<file path="src/rtl/ro_puf_pkg.sv">
// Shared types and constants for the ring-oscillator PUF controller.
package ro_puf_pkg;

  typedef enum logic [2:0] {
    S_IDLE   = 3'd0,
    S_ORST   = 3'd1,
    S_SETTLE = 3'd2,
    S_COUNT  = 3'd3,
    S_CMP    = 3'd4,
    S_RESP   = 3'd5
  } state_e;

  localparam int ORST_CYCLES = 2;

  function automatic int idx_w(input int n);
    return (n > 1) ? $clog2(n) : 1;
  endfunction

endpackage

</file>
<file path="src/rtl/ro_puf_controller_if.sv">
// Challenge/response handshake bundle; resp_margin exists only with RO_PUF_MARGIN_EN.
interface ro_puf_controller_if #(
  parameter int NUM_RO = 16,
  parameter int CNT_W  = 16
);
  import ro_puf_pkg::*;

  localparam int IDX_W = idx_w(NUM_RO);

  logic             chal_valid;
  logic             chal_ready;
  logic [IDX_W-1:0] chal_a;
  logic [IDX_W-1:0] chal_b;
  logic             resp_valid;
  logic             resp_ready;
  logic             resp_bit;
  logic             resp_err;
`ifdef RO_PUF_MARGIN_EN
  logic [CNT_W-1:0] resp_margin;
`endif

  modport master (
    output chal_valid, chal_a, chal_b, resp_ready,
`ifdef RO_PUF_MARGIN_EN
    input  resp_margin,
`endif
    input  chal_ready, resp_valid, resp_bit, resp_err
  );

  modport slave (
    input  chal_valid, chal_a, chal_b, resp_ready,
`ifdef RO_PUF_MARGIN_EN
    output resp_margin,
`endif
    output chal_ready, resp_valid, resp_bit, resp_err
  );

endinterface

</file>
<file path="src/rtl/ro_edge_counter.sv">
// Synchronizes one raw oscillator line, detects its rising edges and counts them (saturating).
module ro_edge_counter #(
  parameter int CNT_W = 16
) (
  input  logic             clk,
  input  logic             rst_n,
  input  logic             i_din,
  input  logic             i_clr,
  input  logic             i_en,
  output logic [CNT_W-1:0] o_cnt,
  output logic             o_sat
);

  logic             r_s1;
  logic             r_s2;
  logic             r_s3;
  logic [CNT_W-1:0] r_cnt;
  logic             w_rise;
  logic             w_sat;

  assign w_rise = r_s2 & ~r_s3;
  assign w_sat  = &r_cnt;
  assign o_cnt  = r_cnt;
  assign o_sat  = w_sat;

  // two-flop synchronizer plus previous-value flop for the edge detector
  always_ff @(posedge clk or negedge rst_n) begin
    if (!rst_n) begin
      r_s1 <= 1'b0;
      r_s2 <= 1'b0;
      r_s3 <= 1'b0;
    end else begin
      r_s1 <= i_din;
      r_s2 <= r_s1;
      r_s3 <= r_s2;
    end
  end

  // saturating edge counter
  always_ff @(posedge clk or negedge rst_n) begin
    if (!rst_n) begin
      r_cnt <= '0;
    end else if (i_clr) begin
      r_cnt <= '0;
    end else if (i_en && w_rise && !w_sat) begin
      r_cnt <= r_cnt + {{(CNT_W-1){1'b0}}, 1'b1};
    end
  end

endmodule

</file>
<file path="src/rtl/ro_puf_controller.sv">
// Sequences one RO-PUF challenge/response evaluation over a selected oscillator pair.
// Optional feature macro: RO_PUF_MARGIN_EN (margin check and resp_margin output).
module ro_puf_controller
  import ro_puf_pkg::*;
#(
  parameter int NUM_RO = 16,
  parameter int CNT_W  = 16,
  parameter int SETTLE = 16,
  parameter int WINDOW = 1024,
  parameter int MARGIN = 4
) (
  input  logic              clk,
  input  logic              rst_n,
  ro_puf_controller_if.slave bus,
  output logic [NUM_RO-1:0] ro_en,
  output logic              ro_rst,
  input  logic [NUM_RO-1:0] ro_out,
  output logic              busy
);

  localparam int IDX_W = idx_w(NUM_RO);
  localparam int TMR_W = $clog2(WINDOW + SETTLE + ORST_CYCLES + 1);
  localparam logic [TMR_W-1:0]  ORST_LD   = TMR_W'(ORST_CYCLES - 1);
  localparam logic [TMR_W-1:0]  SETTLE_LD = TMR_W'(SETTLE - 1);
  localparam logic [TMR_W-1:0]  WINDOW_LD = TMR_W'(WINDOW - 1);
  localparam logic [CNT_W-1:0]  MARGIN_V  = CNT_W'(MARGIN);
  localparam logic [NUM_RO-1:0] ONE_HOT0  = NUM_RO'(1);
`ifdef RO_PUF_MARGIN_EN
  localparam logic MARGIN_ON = 1'b1;
`else
  localparam logic MARGIN_ON = 1'b0;
`endif

  state_e            r_state;
  state_e            w_state_nxt;
  logic [TMR_W-1:0]  r_timer;
  logic [IDX_W-1:0]  r_chal_a;
  logic [IDX_W-1:0]  r_chal_b;
  logic              r_same;
  logic [NUM_RO-1:0] r_ro_en;
  logic              r_ro_rst;
  logic              r_chal_ready;
  logic              r_busy;
  logic              r_resp_valid;
  logic              r_resp_bit;
  logic              r_resp_err;
  logic              w_accept;
  logic              w_timer_done;
  logic [IDX_W-1:0]  w_sel_a;
  logic [IDX_W-1:0]  w_sel_b;
  logic [NUM_RO-1:0] w_mask;
  logic [CNT_W-1:0]  w_cnt_a;
  logic [CNT_W-1:0]  w_cnt_b;
  logic              w_sat_a;
  logic              w_sat_b;
  logic [CNT_W:0]    w_diff;
  logic [CNT_W-1:0]  w_abs;
  logic              w_a_gt_b;
  logic              w_tie;
  logic              w_err;

  assign w_accept     = bus.chal_valid & r_chal_ready;
  assign w_timer_done = (r_timer == '0);
  assign w_sel_a      = w_accept ? bus.chal_a : r_chal_a;
  assign w_sel_b      = w_accept ? bus.chal_b : r_chal_b;
  assign w_mask       = (ONE_HOT0 << w_sel_a) | (ONE_HOT0 << w_sel_b);

  ro_edge_counter #(.CNT_W(CNT_W)) u_cnt_a (
    .clk   (clk),
    .rst_n (rst_n),
    .i_din (ro_out[r_chal_a]),
    .i_clr (r_state == S_ORST),
    .i_en  (r_state == S_COUNT),
    .o_cnt (w_cnt_a),
    .o_sat (w_sat_a)
  );

  ro_edge_counter #(.CNT_W(CNT_W)) u_cnt_b (
    .clk   (clk),
    .rst_n (rst_n),
    .i_din (ro_out[r_chal_b]),
    .i_clr (r_state == S_ORST),
    .i_en  (r_state == S_COUNT),
    .o_cnt (w_cnt_b),
    .o_sat (w_sat_b)
  );

  // sign of the widened difference decides order; magnitude avoids a wide negate
  assign w_diff   = {1'b0, w_cnt_a} - {1'b0, w_cnt_b};
  assign w_tie    = (w_diff == '0);
  assign w_a_gt_b = ~w_diff[CNT_W] & ~w_tie;
  assign w_abs    = w_diff[CNT_W] ? (w_cnt_b - w_cnt_a) : w_diff[CNT_W-1:0];
  assign w_err    = w_tie | w_sat_a | w_sat_b | (MARGIN_ON & (w_abs < MARGIN_V));

  // next-state logic; a==b takes a single CMP cycle so its latency is one clock
  always_comb begin
    w_state_nxt = r_state;
    case (r_state)
      S_IDLE: begin
        if (w_accept) begin
          w_state_nxt = (bus.chal_a == bus.chal_b) ? S_CMP : S_ORST;
        end else begin
          w_state_nxt = S_IDLE;
        end
      end
      S_ORST:   w_state_nxt = w_timer_done ? S_SETTLE : S_ORST;
      S_SETTLE: w_state_nxt = w_timer_done ? S_COUNT : S_SETTLE;
      S_COUNT:  w_state_nxt = w_timer_done ? S_CMP : S_COUNT;
      S_CMP:    w_state_nxt = S_RESP;
      S_RESP:   w_state_nxt = bus.resp_ready ? S_IDLE : S_RESP;
      default:  w_state_nxt = S_IDLE;
    endcase
  end

  // state register and per-state cycle timer
  always_ff @(posedge clk or negedge rst_n) begin
    if (!rst_n) begin
      r_state <= S_IDLE;
      r_timer <= '0;
    end else begin
      r_state <= w_state_nxt;
      if (w_state_nxt != r_state) begin
        case (w_state_nxt)
          S_ORST:   r_timer <= ORST_LD;
          S_SETTLE: r_timer <= SETTLE_LD;
          S_COUNT:  r_timer <= WINDOW_LD;
          default:  r_timer <= '0;
        endcase
      end else if (!w_timer_done) begin
        r_timer <= r_timer - {{(TMR_W-1){1'b0}}, 1'b1};
      end
    end
  end

  // challenge capture
  always_ff @(posedge clk or negedge rst_n) begin
    if (!rst_n) begin
      r_chal_a <= '0;
      r_chal_b <= '0;
      r_same   <= 1'b0;
    end else if (w_accept) begin
      r_chal_a <= bus.chal_a;
      r_chal_b <= bus.chal_b;
      r_same   <= (bus.chal_a == bus.chal_b);
    end
  end

  // registered control outputs, decoded from the upcoming state
  always_ff @(posedge clk or negedge rst_n) begin
    if (!rst_n) begin
      r_ro_en      <= '0;
      r_ro_rst     <= 1'b0;
      r_chal_ready <= 1'b1;
      r_busy       <= 1'b0;
      r_resp_valid <= 1'b0;
    end else begin
      r_ro_en      <= (w_state_nxt == S_ORST || w_state_nxt == S_SETTLE ||
                       w_state_nxt == S_COUNT) ? w_mask : '0;
      r_ro_rst     <= (w_state_nxt == S_ORST);
      r_chal_ready <= (w_state_nxt == S_IDLE);
      r_busy       <= (w_state_nxt != S_IDLE);
      r_resp_valid <= (w_state_nxt == S_RESP);
    end
  end

  // response latched in CMP and held through RESP
  always_ff @(posedge clk or negedge rst_n) begin
    if (!rst_n) begin
      r_resp_bit <= 1'b0;
      r_resp_err <= 1'b0;
    end else if (r_state == S_CMP) begin
      r_resp_bit <= r_same ? 1'b0 : w_a_gt_b;
      r_resp_err <= r_same | w_err;
    end else if (w_accept) begin
      r_resp_bit <= 1'b0;
      r_resp_err <= 1'b0;
    end
  end

`ifdef RO_PUF_MARGIN_EN
  logic [CNT_W-1:0] r_resp_margin;

  // margin latched alongside the response bit
  always_ff @(posedge clk or negedge rst_n) begin
    if (!rst_n) begin
      r_resp_margin <= '0;
    end else if (r_state == S_CMP) begin
      r_resp_margin <= r_same ? '0 : w_abs;
    end else if (w_accept) begin
      r_resp_margin <= '0;
    end
  end

  assign bus.resp_margin = r_resp_margin;
`endif

  assign ro_en          = r_ro_en;
  assign ro_rst         = r_ro_rst;
  assign busy           = r_busy;
  assign bus.chal_ready = r_chal_ready;
  assign bus.resp_valid = r_resp_valid;
  assign bus.resp_bit   = r_resp_bit;
  assign bus.resp_err   = r_resp_err;

endmodule
</file>
<file path="src/flat_wrapper.sv">
// flat-port wrapper written by rule: the top's interface ports become plain ports
module ro_puf_controller_flat import ro_puf_pkg::*;
#(
  parameter int NUM_RO = 16,
  parameter int CNT_W  = 16,
  parameter int SETTLE = 16,
  parameter int WINDOW = 1024,
  parameter int MARGIN = 4
)
  (clk, rst_n, ro_en, ro_rst, ro_out, busy, bus_chal_valid, bus_chal_a, bus_chal_b, bus_resp_ready, bus_chal_ready, bus_resp_valid, bus_resp_bit, bus_resp_err);
  ro_puf_controller_if #(.NUM_RO(NUM_RO), .CNT_W(CNT_W)) bus_i ();
  input  logic clk;
  input  logic rst_n;
  output logic [NUM_RO-1:0] ro_en;
  output logic ro_rst;
  input  logic [NUM_RO-1:0] ro_out;
  output logic busy;
  input wire logic [$bits(bus_i.chal_valid)-1:0] bus_chal_valid;
  input wire logic [$bits(bus_i.chal_a)-1:0] bus_chal_a;
  input wire logic [$bits(bus_i.chal_b)-1:0] bus_chal_b;
  input wire logic [$bits(bus_i.resp_ready)-1:0] bus_resp_ready;
  output wire logic [$bits(bus_i.chal_ready)-1:0] bus_chal_ready;
  output wire logic [$bits(bus_i.resp_valid)-1:0] bus_resp_valid;
  output wire logic [$bits(bus_i.resp_bit)-1:0] bus_resp_bit;
  output wire logic [$bits(bus_i.resp_err)-1:0] bus_resp_err;
  assign bus_i.chal_valid = bus_chal_valid;
  assign bus_i.chal_a = bus_chal_a;
  assign bus_i.chal_b = bus_chal_b;
  assign bus_i.resp_ready = bus_resp_ready;
  assign bus_chal_ready = bus_i.chal_ready;
  assign bus_resp_valid = bus_i.resp_valid;
  assign bus_resp_bit = bus_i.resp_bit;
  assign bus_resp_err = bus_i.resp_err;
  ro_puf_controller #(.NUM_RO(NUM_RO), .CNT_W(CNT_W), .SETTLE(SETTLE), .WINDOW(WINDOW), .MARGIN(MARGIN)) u_core (.clk(clk), .rst_n(rst_n), .bus(bus_i), .ro_en(ro_en), .ro_rst(ro_rst), .ro_out(ro_out), .busy(busy));
endmodule
</file>
<file path="config.mk">
export PLATFORM = sky130hd
export DESIGN_NAME = ro_puf_controller_flat
export DESIGN_NICKNAME = d
export VERILOG_FILES = /design/src/rtl/ro_puf_pkg.sv /design/src/rtl/ro_puf_controller_if.sv /design/src/rtl/ro_edge_counter.sv /design/src/rtl/ro_puf_controller.sv /design/src/flat_wrapper.sv
export SDC_FILE = /design/constraint.sdc
export NUM_CORES = 1
export LEC_CHECK = 0
export CORE_ASPECT_RATIO = 0.75
export CORE_MARGIN = 1.5
export CORE_UTILIZATION = 60
export DETAILED_ROUTE_END_ITERATION = 10
export DONT_BUFFER_PORTS = 1
export HOLD_SLACK_MARGIN = 0.15
export PLACE_DENSITY = 0.82
export SYNTH_ARGS = -nofsm -noshare
export SYNTH_HDL_FRONTEND = slang
export SYNTH_SLANG_ARGS = --single-unit
</file>
<file path="constraint.sdc">
create_clock -name clk -period 3.75 [get_ports clk]
set_clock_uncertainty 0.1 [all_clocks]
set_input_delay 0.5625 -clock clk [delete_from_list [all_inputs] [get_ports clk]]
set_output_delay 0.5625 -clock clk [all_outputs]
set_load 0.02 [all_outputs]
</file>
Figure 1. Routing congestion map (run 1).
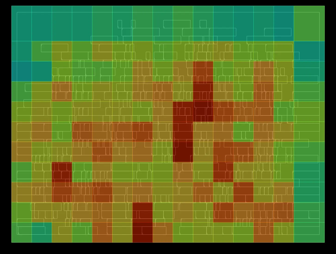
gr busiest metal: met2
met1 usage: 35.7%
GRT met3 Usage: 6.10%

Figure 2. M1 wires (run 1).
Scale bar: 20 microns. Cells faint in the background.
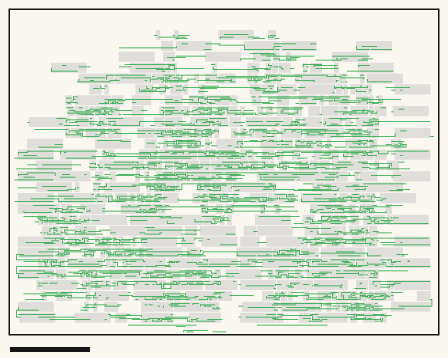
516 nets have wire on it. The layer carries 4850 microns of wire. The layer holds 47% of the routed length. The wires run mostly horizontal.

==> flow_metrics.env, run 1 <==
# yosys + openroad results
export IMPL_antenna_left=0
export IMPL_nFillCells=627
export IMPL_drc=0
export IMPL_worstPathMaxFanout=6
export IMPL_cpMostUsedCell="a21oi_1"
export IMPL_cts_hold_buffers_added=2
export IMPL_criticalPathCategory="register to register"
export IMPL_fin_total_pwr_w=0.00344
export IMPL_internal_power_w=0.00198
export IMPL_mostFrequentLayoutCells="82 x dfrtp_1, 77 x nor2_1, 36 x inv_1, 36 x xnor2_1, 31 x nand2_1"
export IMPL_cp_required_ps=3900
export IMPL_cts_max_level=3
export IMPL_flop_cell="dfrtp_1"
export IMPL_max_clock_freq_ghz=0.377
export IMPL_pwr_density_cell_nw_per_um2=663
export IMPL_slew_headroom_pct=56.2
export IMPL_status="finished clean"
export IMPL_r2r_cells=10
export IMPL_setup_viol=0
export IMPL_drt_iter0_markers=240
export IMPL_fp_utilization_pct=61.9
export IMPL_rr_startpoint="u_core.u_cnt_b.o_cnt[6]"
export IMPL_grt_ovfl_total=0
export IMPL_pwr_share_comb_pct=36.4
export IMPL_post_cts_resized=0
export IMPL_nets=544
export IMPL_whs_path_depth=1
export IMPL_antenna_cells=0
export IMPL_dr_pass1_iters=5
export IMPL_coreArea_sq_um=7880
export IMPL_yosysUniqueCellTypes=59
export IMPL_hold_viol_final=0
export IMPL_syn_nets=544
export IMPL_clock_latency_ps=370
export IMPL_yosysWarnings=0
export IMPL_antenna_found_initial=0
export IMPL_hp_class="primary input to register"
Figure 3. The metal 3 layer (run 1).
Scale bar: 20 microns. Cells faint in the background.
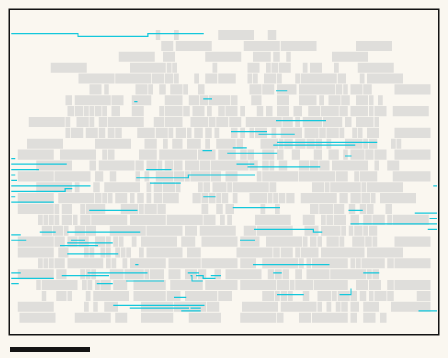
56 nets have wire on it. The wires run mostly horizontal. The layer carries 580 microns of wire. The longest straight run is 24.8 microns. The layer holds 5.6% of the routed length.

[run 1: per-layer routing]
layer | GRT usage [%] | wire length [microns]
met1 | 35.7 | 4850
met2 | 41.7 | 4870
met3 | 6.10 | 579
met4 | 6.93 | 116
met5 | 0 | 0
[run 1: worst min path at each step]
stage                   startpoint                    end  slack (ps)
global placement             rst_n      u_core.r_timer[5]         170
floorplan                    rst_n    u_core.bus.resp_bit         170
CTS                 bus_resp_ready  u_core.bus.resp_valid         180
finish              bus_resp_ready  u_core.bus.resp_valid         190
global route        bus_resp_ready  u_core.bus.resp_valid         190
detailed placement           rst_n      u_core.r_timer[8]         170
[run 1: layout make-up]
class                           instances  area, sq um  share of cell area (%)
Multi-Input combinational cell        363         2590                    50.0
Sequential cell                        83         2080                    40.0
Inverter                               36          135                    2.60
Tap cell                              105          131                    2.53
Clock buffer                            9          124                    2.39
Clock inverter                          7         82.6                    1.59
Timing Repair Buffer                    3         45.0                   0.868
[run 1: cells in the mapped netlist, types with 5 or more instances]
master / count / share of area (%)
nor3_1: 7 / 0.72
a22oi_1: 16 / 2.5
nand4_1: 5 / 0.64
xnor2_1: 36 / 6.5
mux2i_1: 12 / 2.5
o21ai_0: 22 / 2.3
ha_1: 20 / 5.1
xor2_1: 11 / 2.0
a21oi_1: 22 / 2.3
dfrtp_1: 82 / 42
and4_1: 5 / 0.90
nand2_1: 31 / 2.4
inv_1: 36 / 2.8
and3_1: 6 / 0.77
and2_1: 6 / 0.77
mux4_2: 10 / 4.6
nand3_1: 14 / 1.4
nor2_1: 77 / 5.9
or3_1: 6 / 0.77
clkbuf_1: 8 / 0.62
a31oi_1: 6 / 0.77
[run 1: kinds of logic after synthesis]
logic type	share of synthesized area, %
buffers and inverters	4.21
DFF	42.6
adders and majority gates	5.13
muxes	7.31
and+or+nand+nor	19.2
AOI/OAI and AO/OA	13.1
xor gates and xnor gates	8.44
[run 1: metrics by stage]
step | cell area [sq um] | setup slack (ps) | instances | hold WS, ps
floorplan | 4880 | 1340 | 496 | 167
CTS | 5190 | 1110 | 606 | 183
global route | 5190 | 904 | 606 | 190
finish | 5190 | 1100 | 606 | 194
global placement | 4950 | 1230 | 588 | 169
detailed placement | 4950 | 1150 | 588 | 169
[run 1: power by group through the flow]
stage | Sequential, W | Combinational, W | Clock [W]
after floorplan | 0.00141 | 0.00107 | 0
after global placement | 0.00151 | 0.00116 | 0
after detailed placement | 0.00152 | 0.00121 | 0
after CTS | 0.00151 | 0.00124 | 0.000686
after global routing | 0.00155 | 0.00139 | 0.000722
final | 0.00151 | 0.00125 | 0.000673
[run 1: worst max-delay path: cells and delay by family (launching register included)]
kind | cells | cell delay [ps]
AND-OR/OR-AND | 7 | 1290
adder cells (fa/ha/maj) | 1 | 360
buffers and inverters | 1 | 70
flip-flops | 1 | 440
AND/OR/NAND/NOR | 1 | 270
Figure 4. The metal 2 layer (run 1).
Scale bar: 20 microns. Cells faint in the background.
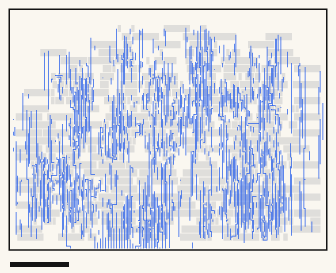

--- run 2 (diff from run 1) ---
clock period = 2.65 ns   (was 3.75 ns; I/O delays follow)
Figure 5. The metal 2 layer (run 2).
Scale bar: 20 microns. Cells faint in the background.
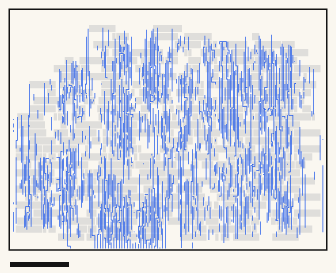
491 nets have wire on it. The longest straight run is 30.9 microns. The layer holds 47% of the routed length.

==> run 2 against run 1 <==
Register-to-register slack got worse by 1100 ps. Hold slack got worse by 18 ps. Highest routed layer unchanged. Core utilization rose by 2.6 points. Critical path type unchanged. Routed wire length rose by 8.1%.
==> flow_metrics.env, run 2 <==
# yosys + openroad results
export IMPL_status="finished clean"
export IMPL_cp_required_ps=2810
export IMPL_antenna_found_initial=0
export IMPL_dp_cells=598
export IMPL_fin_area_sq_um=5400
export IMPL_max_clock_freq_ghz=0.383
export IMPL_hp_class="primary input to register"
export IMPL_syn_nets=544
export IMPL_p_leak_nw=2.42
export IMPL_rr_startpoint="u_core.u_cnt_a.o_cnt[3]"
export IMPL_setup_viol=0
export IMPL_fp_utilization_pct=61.9
export IMPL_mostFrequentLayoutCells="80 x dfrtp_1, 77 x nor2_1, 36 x xnor2_1"
export IMPL_grt_use_met2_pct=43.0
export IMPL_criticalPathCategory="register to register"
export IMPL_flop_cell="dfrtp_1"
export IMPL_synthTopCellsByArea="dfrtp_1 42%, xnor2_1 6.5%, nor2_1 5.9%"
export IMPL_grtUsageMet1_pct=36.4
export IMPL_use_met3_pct=8.11
export IMPL_yosysUniqueCellTypes=59
export IMPL_coreArea_sq_um=7880
export IMPL_worst_ep_arrival_time_ps=2770
export IMPL_yosysMostFrequentCell="dfrtp_1"
export IMPL_r2r_cells=10
export IMPL_cts_max_level=3
export IMPL_hold_viol_final=0
export IMPL_final_cell_count_no_fill=623
export IMPL_busiest_layer="met2"
export IMPL_grt_ovfl_total=0
export IMPL_antenna_cells=0
export IMPL_yosysWarnings=0
export IMPL_pwr_density_cell_nw_per_um2=925
export IMPL_drt_iter0_markers=251
export IMPL_die_x_microns=107
export IMPL_clock_latency_ps=360
export IMPL_nFillCells=577
export IMPL_fin_total_pwr_w=0.00499
export IMPL_nets=561
export IMPL_gr_usage_all_layers_pct=27.1
export IMPL_slew_headroom_pct=71.4
export IMPL_dr_pass1_iters=5
export IMPL_yosys_area_top_type="dfrtp_1"
export IMPL_antenna_left=0
export IMPL_placed_area_sq_um=5020
export IMPL_worstPathMaxFanout=6
export IMPL_top_area_share_pct=42.1
-- run 2: worst min path at each step --
stage | slack, ps | end | from | cells past startpoint
2_1_floorplan | 2 | u_core.bus.resp_bit | rst_n | 0
3_3_place_gp | 4 | u_core.r_timer[7] | rst_n | 0
3_5_place_dp | 4 | u_core.r_timer[8] | rst_n | 0
4_1_cts | 160 | u_core.r_chal_a[1] | bus_chal_a[1] | 2
5_1_grt | 160 | u_core.r_chal_a[1] | bus_chal_a[1] | 2
6_report | 180 | u_core.r_chal_b[1] | bus_chal_b[1] | 2
-- run 2: repair_timing --
action                                  CTS  global route
hold endpoints to repair                 87             0
gates resized                             0            14
buffers inserted                          0             3
endpoints found under the setup margin    0             2
hold buffers                              6             0
-- run 2: cell families after synthesis --
| group | share of synthesized area [%] |
|---|---|
| AND/OR/NAND/NOR | 19.2 |
| AND-OR/OR-AND | 13.1 |
| multiplexers | 7.31 |
| adder cells (fa/ha/maj) | 5.13 |
| XOR/XNOR | 8.44 |
| buffers and inverters | 4.21 |
| flip-flops | 42.6 |
-- run 2: report_power, final --
part	switching [W]	internal [W]	leakage [nW]
registers	0.000472	0.00162	1.09
logic	0.00114	0.000810	1.23
clock network	0.000479	0.000465	0.0957
-- run 2: layout make-up --
type                            count  area, sq um  area share (%)
Inverter                           36          135            2.50
Multi-Input combinational cell    363         2660            49.3
Sequential cell                    83         2080            38.6
Clock buffer                       11          141            2.62
Clock inverter                      5         62.6            1.16
Timing Repair Buffer               20          183            3.39
Tap cell                          105          131            2.43
-- run 2: metal layers --
metal,part of all wire [%],up-vias,routed length (microns)
met5,0,-,0
met4,1.0,0,113
met3,5.6,9,627
met2,47,113,5340
met1,46,1828,5190
li1,-,1764,-
-- run 2: metrics by stage --
step / hold WS (ps) / setup WS [ps]
after floorplan: 1.91 / 240
after global placement: 3.53 / 139
after detailed placement: 3.81 / 32.3
after CTS: 156 / 8.53
after global routing: 158 / -88.8
final: 175 / 40.5
-- run 2: worst max-delay path: stages, from the launching register on --
cell and delay (ps):
dfrtp_2 470, ha_4 320, a21o_1 130, nand2_1 100, a311oi_4 420, buf_4 190
nor2_1 40, xnor2_1 130, nor4_2 270, o211ai_1 160, a2bb2oi_1 170
--- run 3 (diff from run 2) ---
CAP_MARGIN = 20   (was unset)
Figure 6. The metal 2 layer (run 3).
Scale bar: 20 microns. Cells faint in the background.
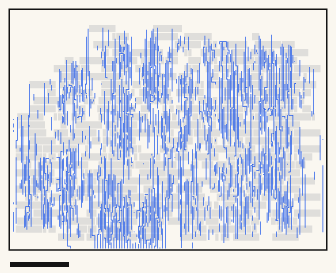
The layer carries 5340 microns of wire. 491 nets have wire on it. The longest straight run is 30.9 microns.

==> run 3 against run 2 <==
Sequential power barely moved. Sequential cell count did not move. Highest routed layer unchanged. Clock power barely moved.
==> flow_metrics.env, run 3 <==
# yosys + openroad results
export IMPL_holdWs_ps=175
export IMPL_fp_utilization_pct=61.9
export IMPL_cts_max_level=3
export IMPL_worst_ep_arrival_time_ps=2770
export IMPL_yosysUniqueCellTypes=59
export IMPL_hp_class="primary input to register"
export IMPL_grt_ovfl_total=0
export IMPL_synthTopCellsByArea="dfrtp_1 42%, xnor2_1 6.5%, nor2_1 5.9%"
export IMPL_status="finished clean"
export IMPL_drt_iter0_markers=251
export IMPL_fin_area_sq_um=5400
export IMPL_antenna_cells=0
export IMPL_max_clock_freq_ghz=0.383
export IMPL_p_leak_nw=2.42
export IMPL_flop_cell="dfrtp_1"
export IMPL_antenna_found_initial=0
export IMPL_setup_viol=0
export IMPL_mostFrequentLayoutCells="80 x dfrtp_1, 77 x nor2_1, 36 x xnor2_1"
export IMPL_logic_area_sq_um=2660
export IMPL_syn_nets=544
export IMPL_antenna_left=0
==> run 3: cell counts in the layout (fill, tap and decap cells not counted) <==
No cell type changed its count.
==> run 3: path summary, 6_finish.rpt <==
kind                                         start                       end  slack (ps)  cells after the start
min                                  bus_chal_b[1]        u_core.r_chal_b[1]         180                      2
max                        u_core.u_cnt_a.o_cnt[3]       u_core.bus.resp_bit          40                     10
min in group asynchronous                    rst_n  u_core.u_cnt_b.o_cnt[15]         520                      2
min reg2reg                    u_core.u_cnt_b.r_s1       u_core.u_cnt_b.r_s2         260                      0
max reg2reg                u_core.u_cnt_a.o_cnt[3]       u_core.bus.resp_bit          40                     10
max in group asynchronous                    rst_n     u_core.bus.chal_ready        1600                      2
==> run 3: final cells by class <==
class / instances / share of cell area [%]
Clock buffer: 11 / 2.62
Clock inverter: 5 / 1.16
Inverter: 36 / 2.50
Multi-Input combinational cell: 363 / 49.3
Sequential cell: 83 / 38.6
Tap cell: 105 / 2.43
Timing Repair Buffer: 20 / 3.39
==> run 3: logic make-up (layout without fill, tap and decap cells) <==
family	after synthesis	in the layout	synth area share, %
flip-flops	83	83	42.6
AND-OR/OR-AND	89	89	13.1
adder cells (fa/ha/maj)	20	20	5.13
buffers and inverters	50	72	4.21
multiplexers	23	23	7.31
AND/OR/NAND/NOR	184	184	19.2
XOR/XNOR	47	47	8.44
==> run 3: repair_timing <==
item / CTS / global route
hold endpoints to repair: 87 / 0
setup endpoints to repair: 0 / 2
hold buffers: 6 / 0
buffers inserted: 0 / 3
gates resized: 0 / 14
==> run 3: power breakdown <==
part / leakage, nW / total [W] / internal [W] / switching (W)
combinational: 1.23 / 0.00195 / 0.000810 / 0.00114
clock: 0.0957 / 0.000944 / 0.000465 / 0.000479
sequential: 1.09 / 0.00210 / 0.00162 / 0.000472
total: 2.42 / 0.00499 / 0.00290 / 0.00209
==> run 3: critical path, stage by stage, from the launching register on <==
cell	delay, ps
dfrtp_2	470
ha_4	320
a21o_1	130
nand2_1	100
a311oi_4	420
buf_4	190
nor2_1	40
xnor2_1	130
nor4_2	270
o211ai_1	160
a2bb2oi_1	170
==> run 3: per-stage QoR <==
| step | utilization, % | power, W | cells | worst slack (ps) |
|---|---|---|---|---|
| final | 68.5 | 0.00499 | 623 | 40.5 |
| after floorplan | - | 0.00352 | 496 | 240 |
| after CTS | 67.3 | 0.00495 | 620 | 8.53 |
| after detailed placement | 63.7 | 0.00395 | 598 | 32.3 |
| after global placement | 63.7 | 0.00387 | 598 | 139 |
| after global routing | 68.5 | 0.00529 | 623 | -88.8 |
==> run 3: layer usage <==
| metal | track usage, % | share of wire, % | up-vias |
|---|---|---|---|
| met1 | 36.4 | 46 | 1828 |
| met5 | 0 | 0 | - |
| met4 | 7.87 | 1.0 | 0 |
| met3 | 8.11 | 5.6 | 9 |
| met2 | 43.0 | 47 | 113 |
| li1 | - | - | 1764 |
Power is estimated from default activity; no workload was simulated.
